**Run 1: M1 wires**

Scale: 12 px per µm. Supply wires on this layer in gray. Cells faint in the background.
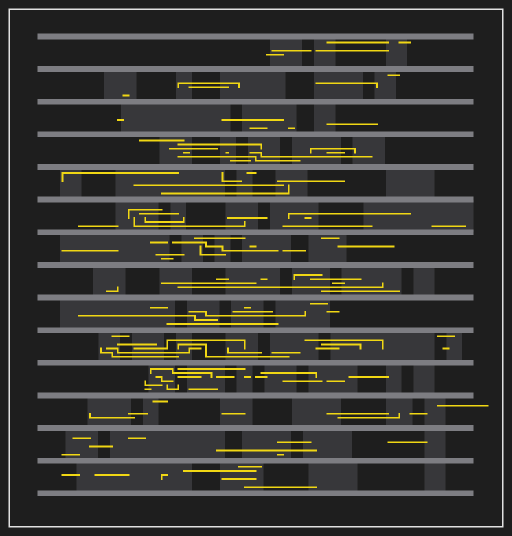
**Run 1: cell outlines without signal wires**

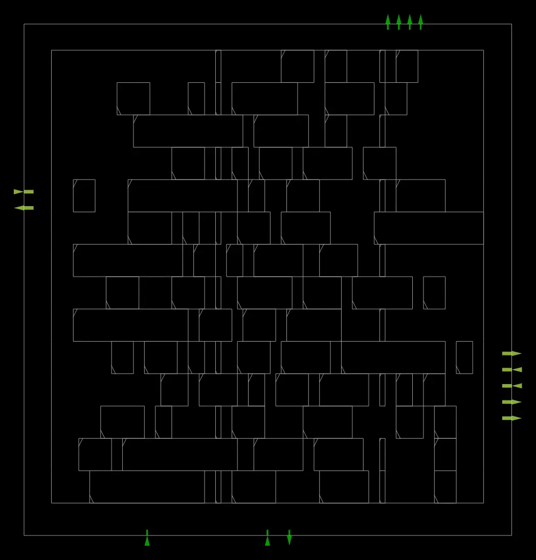
**Run 1: cell area per tile**

Scale: 8 px per µm. 8 x 9 tiles, from dark blue (low) to red (high), 0 to 100% covered.
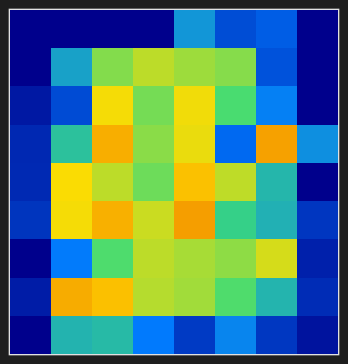
**Run 1: port wiring**

Scale: 8 px per µm.
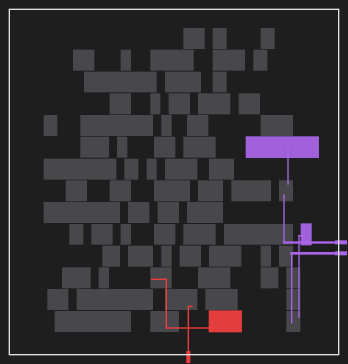
`config.mk`:
```
export PLATFORM = sky130hd
export DESIGN_NAME = control_booth
export DESIGN_NICKNAME = d
export VERILOG_FILES = /design/src/rtl/control_booth.sv
export SDC_FILE = /design/constraint.sdc
export NUM_CORES = 1
export LEC_CHECK = 0
export CELL_PAD_IN_SITES_DETAIL_PLACEMENT = 1
export CELL_PAD_IN_SITES_GLOBAL_PLACEMENT = 1
export CORE_AREA = 2 2 39 41
export CTS_CLUSTER_SIZE = 25
export DETAILED_ROUTE_END_ITERATION = 6
export DIE_AREA = 0 0 41 43
export PLACE_DENSITY_LB_ADDON = 0.1
export SLEW_MARGIN = 10
export SYNTH_ARGS = -nofsm -noshare
export SYNTH_HDL_FRONTEND = slang
export SYNTH_SLANG_ARGS = --single-unit
```
`constraint.sdc`:
```
create_clock -name clk -period 1.7 [get_ports clk]
set_clock_uncertainty 0.2 [all_clocks]
set_input_delay 0.34 -clock clk [delete_from_list [all_inputs] [get_ports clk]]
set_output_delay 0.34 -clock clk [all_outputs]
set_load 0.005 [all_outputs]
```
`src/rtl/control_booth.sv`:
```
// Sequencer for a radix-2 Booth multiplier: it drives the A/Q/M register load,
// add/subtract and shift strobes, and signals completion with a start/done handshake.
module control_booth #(
  parameter int N = 4
) (
  input  logic       clk,
  input  logic       reset,
  input  logic       start,
  input  logic [1:0] q_bits,
  output logic       carga_m,
  output logic       carga_q,
  output logic       carga_a,
  output logic       sel_cero,
  output logic       clr_q1,
  output logic       resta,
  output logic       desplaza,
  output logic       busy,
  output logic       done
);

  // state | meaning
  // IDLE  | waiting for start, all strobes low
  // LOAD  | load M and Q, clear A and q_-1, arm the iteration counter
  // OP    | add or subtract M into A according to {Q[0], q_-1}
  // SHIFT | arithmetic right shift of A:Q:q_-1, one iteration consumed
  // DONE  | one-cycle completion pulse, product valid in A:Q
  typedef enum logic [2:0] {
    IDLE  = 3'd0,
    LOAD  = 3'd1,
    OP    = 3'd2,
    SHIFT = 3'd3,
    DONE  = 3'd4
  } state_t;

  localparam int CW = $clog2(N + 1);

  state_t        state;
  state_t        state_nxt;
  logic [CW-1:0] count;

  always_ff @(posedge clk or posedge reset) begin
    if (reset) begin
      state <= IDLE;
    end else begin
      state <= state_nxt;
    end
  end

  // Only decremented in SHIFT, where it is at least 1, so it cannot wrap.
  always_ff @(posedge clk or posedge reset) begin
    if (reset) begin
      count <= '0;
    end else if (state == LOAD) begin
      count <= CW'(N);
    end else if (state == SHIFT) begin
      count <= count - CW'(1);
    end
  end

  always_comb begin
    state_nxt = IDLE;
    carga_m   = 1'b0;
    carga_q   = 1'b0;
    carga_a   = 1'b0;
    sel_cero  = 1'b0;
    clr_q1    = 1'b0;
    resta     = 1'b0;
    desplaza  = 1'b0;
    busy      = 1'b0;
    done      = 1'b0;
    case (state)
      IDLE: begin
        if (start) begin
          state_nxt = LOAD;
        end
      end
      LOAD: begin
        carga_m   = 1'b1;
        carga_q   = 1'b1;
        carga_a   = 1'b1;
        sel_cero  = 1'b1;
        clr_q1    = 1'b1;
        busy      = 1'b1;
        state_nxt = OP;
      end
      OP: begin
        busy = 1'b1;
        case (q_bits)
          2'b01: carga_a = 1'b1;
          2'b10: begin
            carga_a = 1'b1;
            resta   = 1'b1;
          end
          default: ;
        endcase
        state_nxt = SHIFT;
      end
      SHIFT: begin
        desplaza  = 1'b1;
        busy      = 1'b1;
        state_nxt = (count == CW'(1)) ? DONE : OP;
      end
      DONE: begin
        done      = 1'b1;
        state_nxt = IDLE;
      end
      default: state_nxt = IDLE;
    endcase
  end

endmodule

```
==> impl_metrics.yaml, run 1 <==
# generated from flow reports
timing:
  final_min_period_over_clock_period: 1.038
  holdWs_ns: 0.1097
  postLayoutSetupSlackWorst_ns: -0.06494
  worst_slew_margin_rel: 0.8539
  timing.final.hold_violations: 0
  grt_setup_unrepaired: "yes"
  final.min_clock_period_ns: 1.765
  setup_viol: 1
  max_slew.worst_pin.slew_ns: 0.2171
  maxClockFrequency_ghz: 0.5666
worst_setup_path:
  cp_slowest_cell: "sky130_fd_sc_hd__dfrtp_2"
  r2r_slack_ns: 0.17
  timing.critical_path.to: "carga_a"
  r2r-end: "count[2]$_DFFE_PP0P_"
  worstRegToRegCells: 4
  startpoint_of_the_most_critical_register_to_register_path: "state[2]$_DFF_PP0_"
  endpoint_kind: "output pin"
  criticalPathCategory: "flip-flop to output pin"
  crit_required_ns: 1.16
  critical_path.cell_chain: "buf_6 > nor3b_2 > a21oi_2 > nor2_1 > buf_2"
  worst_setup_path_startpoint: "state[0]$_DFF_PP0_"
logic_synthesis:
  synth_cell_types: 19
  ys.warnings.count: 0
  synthesis.instances: 39
  synth-compound-area-share: 0.09864
  netlist_area_um2: 367.9
  postSynthAreaPerCell_um2: 9.432
  synth.yosys.chip_area_um2: 367.9
  top_area_frac: 0.4082
  ys_cells: 39
  top_cell: "sky130_fd_sc_hd__dfrtp_1"
  xor_area_frac: 0
  ys.flop_type: "sky130_fd_sc_hd__dfrtp_1"
  synth_nets: 47
clocking:
  ctsRootBufferMaster: "sky130_fd_sc_hd__clkbuf_4"
  cts_bufs_inserted: 3
  cts_tree: "done"
  clkTransAtPathRegs_ns: 0.04
  post_cts_resize_count: 55
  ctsLongestPathBuffers: 2
  post_cts.repair.setup_buffers: 8
  cts.hold.buffers_added: 0
  clkLatencyLatePin_ns: 0.24
die:
  n_tap_cell: 16
  floorplan.io_pins: 14
layout:
  regArea_um2: 153.9
  layout.area.comb_um2: 236.5
  signal_buffer_area_fraction: 0.3417
  reg.largest.list: "count: 3 flops, state: 3 flops"
  multiInputCombCellCount: 24
  non_clock_inverter_count: 6
  nFillCells: 165
  seq_share: 0.2200
  clock_buffer_count: 3
  clock_cell_area_share: 0.03220
  ff_count: 6
  layout_top_cells_excl_fill_tap: "sky130_fd_sc_hd__buf_4 (12), sky130_fd_sc_hd__buf_2 (8), sky130_fd_sc_hd__buf_6 (6), sky130_fd_sc_hd__nor2_4 (4), sky130_fd_sc_hd__inv_1 (4)"
  final_layout_top_logic_cell: "sky130_fd_sc_hd__buf_4"
  drive_gt1_frac: 0.6714
  comb_area_frac: 0.3381
placement:
  place.detailed.hpwl_um: 771.3
  gp_congestion: 0.7090
  port-buffer-count: 13
  pre_cts_ws_ns: -0.8404
  placedInstanceArea_um2: 563.0
flow_run:
  tool_warnings: 29
  drv.max_cap_violation_count: 0
pwr:
  power_frac_comb: 0.667
  power_frac_seq: 0.225
  clockPowerShare: 0.108
  p_total_mw: 1.164
  leak_nw: 0.3441
  cell_internal_power_mw: 0.7344
worst_hold_path:
  hold_path.class: "primary input to async pin"
routing:
  route.antenna.remaining_nets: 0
  met2_length_um: 563
  routed_wl_per_cell_um: 12.62
  highest-signal-layer: "met4"
  number_of_remaining_drc_errors: 0
  first_pass_iters: 4
global_routing:
  grt_antenna_before_repair: 0
  grt_pass1_vias: 415
  grt_max_degree: 7
  globalRoute.busiestLayer: "met2"
  grt.met2_usage: 0.2438
  global_route.overflow_total: 0
run_status:
  violations_in_the_final_reports: "negative setup slack"
  run_status: "finished with violations"
Back to the opening pictures, 'M1 wires':
wire length on this layer: 457 µm
nets with wire on the layer: 69
detailed-route wire length: 1085 µm
count of vias placed by the detailed router: 379
met1 Usage GRT: 0.1954

Back to the opening pictures, 'cell outlines without signal wires':
core footprint: 0.001384 mm²
Finished Layout Cells: 86

Back to the opening pictures, 'cell area per tile':
tiles over 75% full: 9.7%
fullest tile: 82%
mean over tiles: 39%
densest ninth of the die: center
nearly empty tiles: 15%
core occupancy in the finished layout: 0.5054
fp util: 0.2658

Back to the opening pictures, 'port wiring':
legend:
  q_bits:
    color: purple
    bits: 2
    direction: input
    edge: east
    end_cells: 2
    buffers: 2
    wire: 41.8 µm
  busy:
    color: red
    bits: 1
    direction: output
    edge: south
    end_cells: 1
    buffers: 1
    wire: 20.0 µm

run 1: metrics by stage:
stage / setup TNS (ns) / std cells
6_report: -0.06494 / 86
3_5_place_dp: -2.387 / 74
4_1_cts: -0.1602 / 84
3_3_place_gp: -1.971 / 74
2_1_floorplan: 0 / 39
5_1_grt: -0.4405 / 86
run 1: power groups by stage:
stage	clock (mW)	sequential (mW)	combinational (mW)
2_1_floorplan	0	0.260	0.273
3_3_place_gp	0	0.265	0.532
3_5_place_dp	0	0.271	0.559
4_1_cts	0.135	0.257	0.707
5_1_grt	0.146	0.271	0.853
6_report	0.126	0.261	0.777
**Run 1: cells by drive strength**

Scale: 8 px per µm.
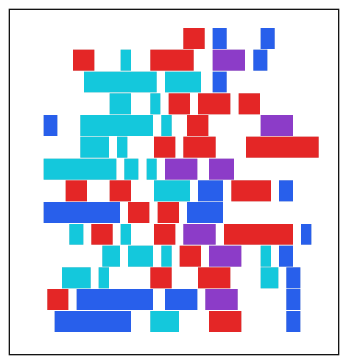

## Run 2: what changed since run 1
--- a/config.mk
+++ b/config.mk
@@ -5,12 +5,13 @@
 export SDC_FILE = /design/constraint.sdc
 export NUM_CORES = 1
 export LEC_CHECK = 0
+export ABC_AREA = 1
 export CELL_PAD_IN_SITES_DETAIL_PLACEMENT = 1
 export CELL_PAD_IN_SITES_GLOBAL_PLACEMENT = 1
-export CORE_AREA = 2 2 39 41
+export CORE_MARGIN = 2
+export CORE_UTILIZATION = 27
 export CTS_CLUSTER_SIZE = 25
 export DETAILED_ROUTE_END_ITERATION = 6
-export DIE_AREA = 0 0 41 43
 export PLACE_DENSITY_LB_ADDON = 0.1
 export SLEW_MARGIN = 10
 export SYNTH_ARGS = -nofsm -noshare
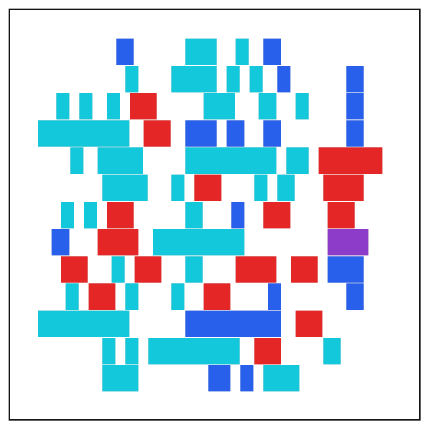
**Above:** run 2 (cells by drive strength).
Scale: 10 px per µm.
legend:
  x1 and smaller:
    color: cyan
    cells: 37
    share: 51%
  x3 and x4:
    color: red
    cells: 17
    share: 24%
  x2:
    color: blue
    cells: 17
    share: 24%
  x6 and larger:
    color: purple
    cells: 1
    share: 1.4%
post-route cell area: 593.1 µm²
total of plain and repair buffers excluding clock buffers: 24
Setup WS post-layout: 0.03943 ns
synth-to-layout area growth: 61.22%

==> run 2 against run 1 <==
The flow now finishes without violations. Synthesized cell count grew 23%. Combinational power is 12% lower. Sequential power barely moved. Via count increased by 2.1%. Largest power group unchanged. Cell area decreased by 15%. Sequential cell count is the same. Clock power about the same.
==> impl_metrics.yaml, run 2 <==
# generated from flow reports
clocking:
  ctsRootBufferMaster: "sky130_fd_sc_hd__clkbuf_4"
  cts.hold.buffers_added: 0
  cts_bufs_inserted: 3
  ctsLongestPathBuffers: 2
  clkTransAtPathRegs_ns: 0.04
timing:
  final.min_clock_period_ns: 1.661
  final_min_period_over_clock_period: 0.9768
  maxClockFrequency_ghz: 0.6022
  setup_viol: 0
  worst_slew_margin_rel: 0.8331
  max_slew.worst_pin.slew_ns: 0.2500
  fin_setup_tns_ns: 0
  holdWs_ns: 0.1279
die:
  fp_util: 0.2863
  core_area_mm2: 0.001285
  floorplan.io_pins: 14
placement:
  place_inst: 83
  port-buffer-count: 13
  place.detailed.hpwl_um: 757.7
  placedInstanceArea_um2: 569.3
logic_synthesis:
  synth_nets: 56
  top_cell: "sky130_fd_sc_hd__nand2_1"
  ys_cells: 48
  synth_cell_types: 13
  synthesis.instances: 48
  postSynthAreaPerCell_um2: 7.664
  netlist_area_um2: 367.9
global_routing:
  grt_max_degree: 7
  grt_antenna_before_repair: 0
  globalRouteMet1Util: 0.1767
  grt_pass1_vias: 355
  globalRoute.busiestLayer: "met2"
pwr:
  power_top_consumer: "combinational logic"
  clockPowerShare: 0.120
  pwr.group.clock_mw: 0.129
  power_frac_seq: 0.242
  cell_internal_power_mw: 0.6251
  reported_sequential_group_power_mw: 0.260
  p_total_mw: 1.072
  leak_nw: 0.3394
  power_frac_comb: 0.638
layout:
  layout_top_cells_excl_fill_tap: "sky130_fd_sc_hd__nand2_1 (11), sky130_fd_sc_hd__buf_4 (10), sky130_fd_sc_hd__buf_2 (8), sky130_fd_sc_hd__inv_1 (7), sky130_fd_sc_hd__dfrtp_1 (5)"
  finalCoreUtilization: 0.4615
  final_layout_top_logic_cell: "sky130_fd_sc_hd__nand2_1"
  reg.largest.list: "count: 3 flops, state: 3 flops"
  drive_gt1_frac: 0.4861
worst_setup_path:
  crit_required_ns: 1.16
  endpoint_kind: "output pin"
  worstRegToRegCells: 5
  critical_path.cell_chain: "buf_4 > nor2_4 > nand2_2 > inv_2 > buf_2"
  r2r_slack_ns: 0.46
  startpoint_of_the_most_critical_register_to_register_path: "state[2]$_DFF_PP0_"
routing:
  first_pass_iters: 1
  number_of_remaining_drc_errors: 0
  routed_wl_per_cell_um: 10.74
  route.antenna.remaining_nets: 0
  met2_length_um: 461
run_status:
  run_status: "completed"
flow_run:
  tool_warnings: 29
  drv.max_cap_violation_count: 0
## run 2: cell count changes after synthesis, sizes merged, moves of 2 or more
cell,before,now
nand2,3,13
inv,6,11
nand3,0,4
nor2,6,3
a21oi,2,0
o21ai,0,2
## run 2: cells by family after synthesis
group / count (synthesis) / share of synthesized area
simple gates: 23 / 0.2891
fa+ha+maj: 3 / 0.1021
buf+inv: 14 / 0.1735
compound gates: 2 / 0.02721
flops: 6 / 0.4082
## run 2: final cells by class
type	count	area (µm²)
flip-flops and latches	6	151.4
repair buffers	24	168.9
well taps	15	18.77
fillers	184	691.9
multi-input cells	28	190.2
inverters	11	41.29
clock buffers	3	22.52
## run 2: repair_timing
item,in CTS,in global routing
pin swaps,5,1
buffers inserted,1,0
endpoints found under the hold margin,0,0
resized,43,6
setup endpoints to repair,9,6
No activity file was given, so power comes from the tool's default toggle rates.
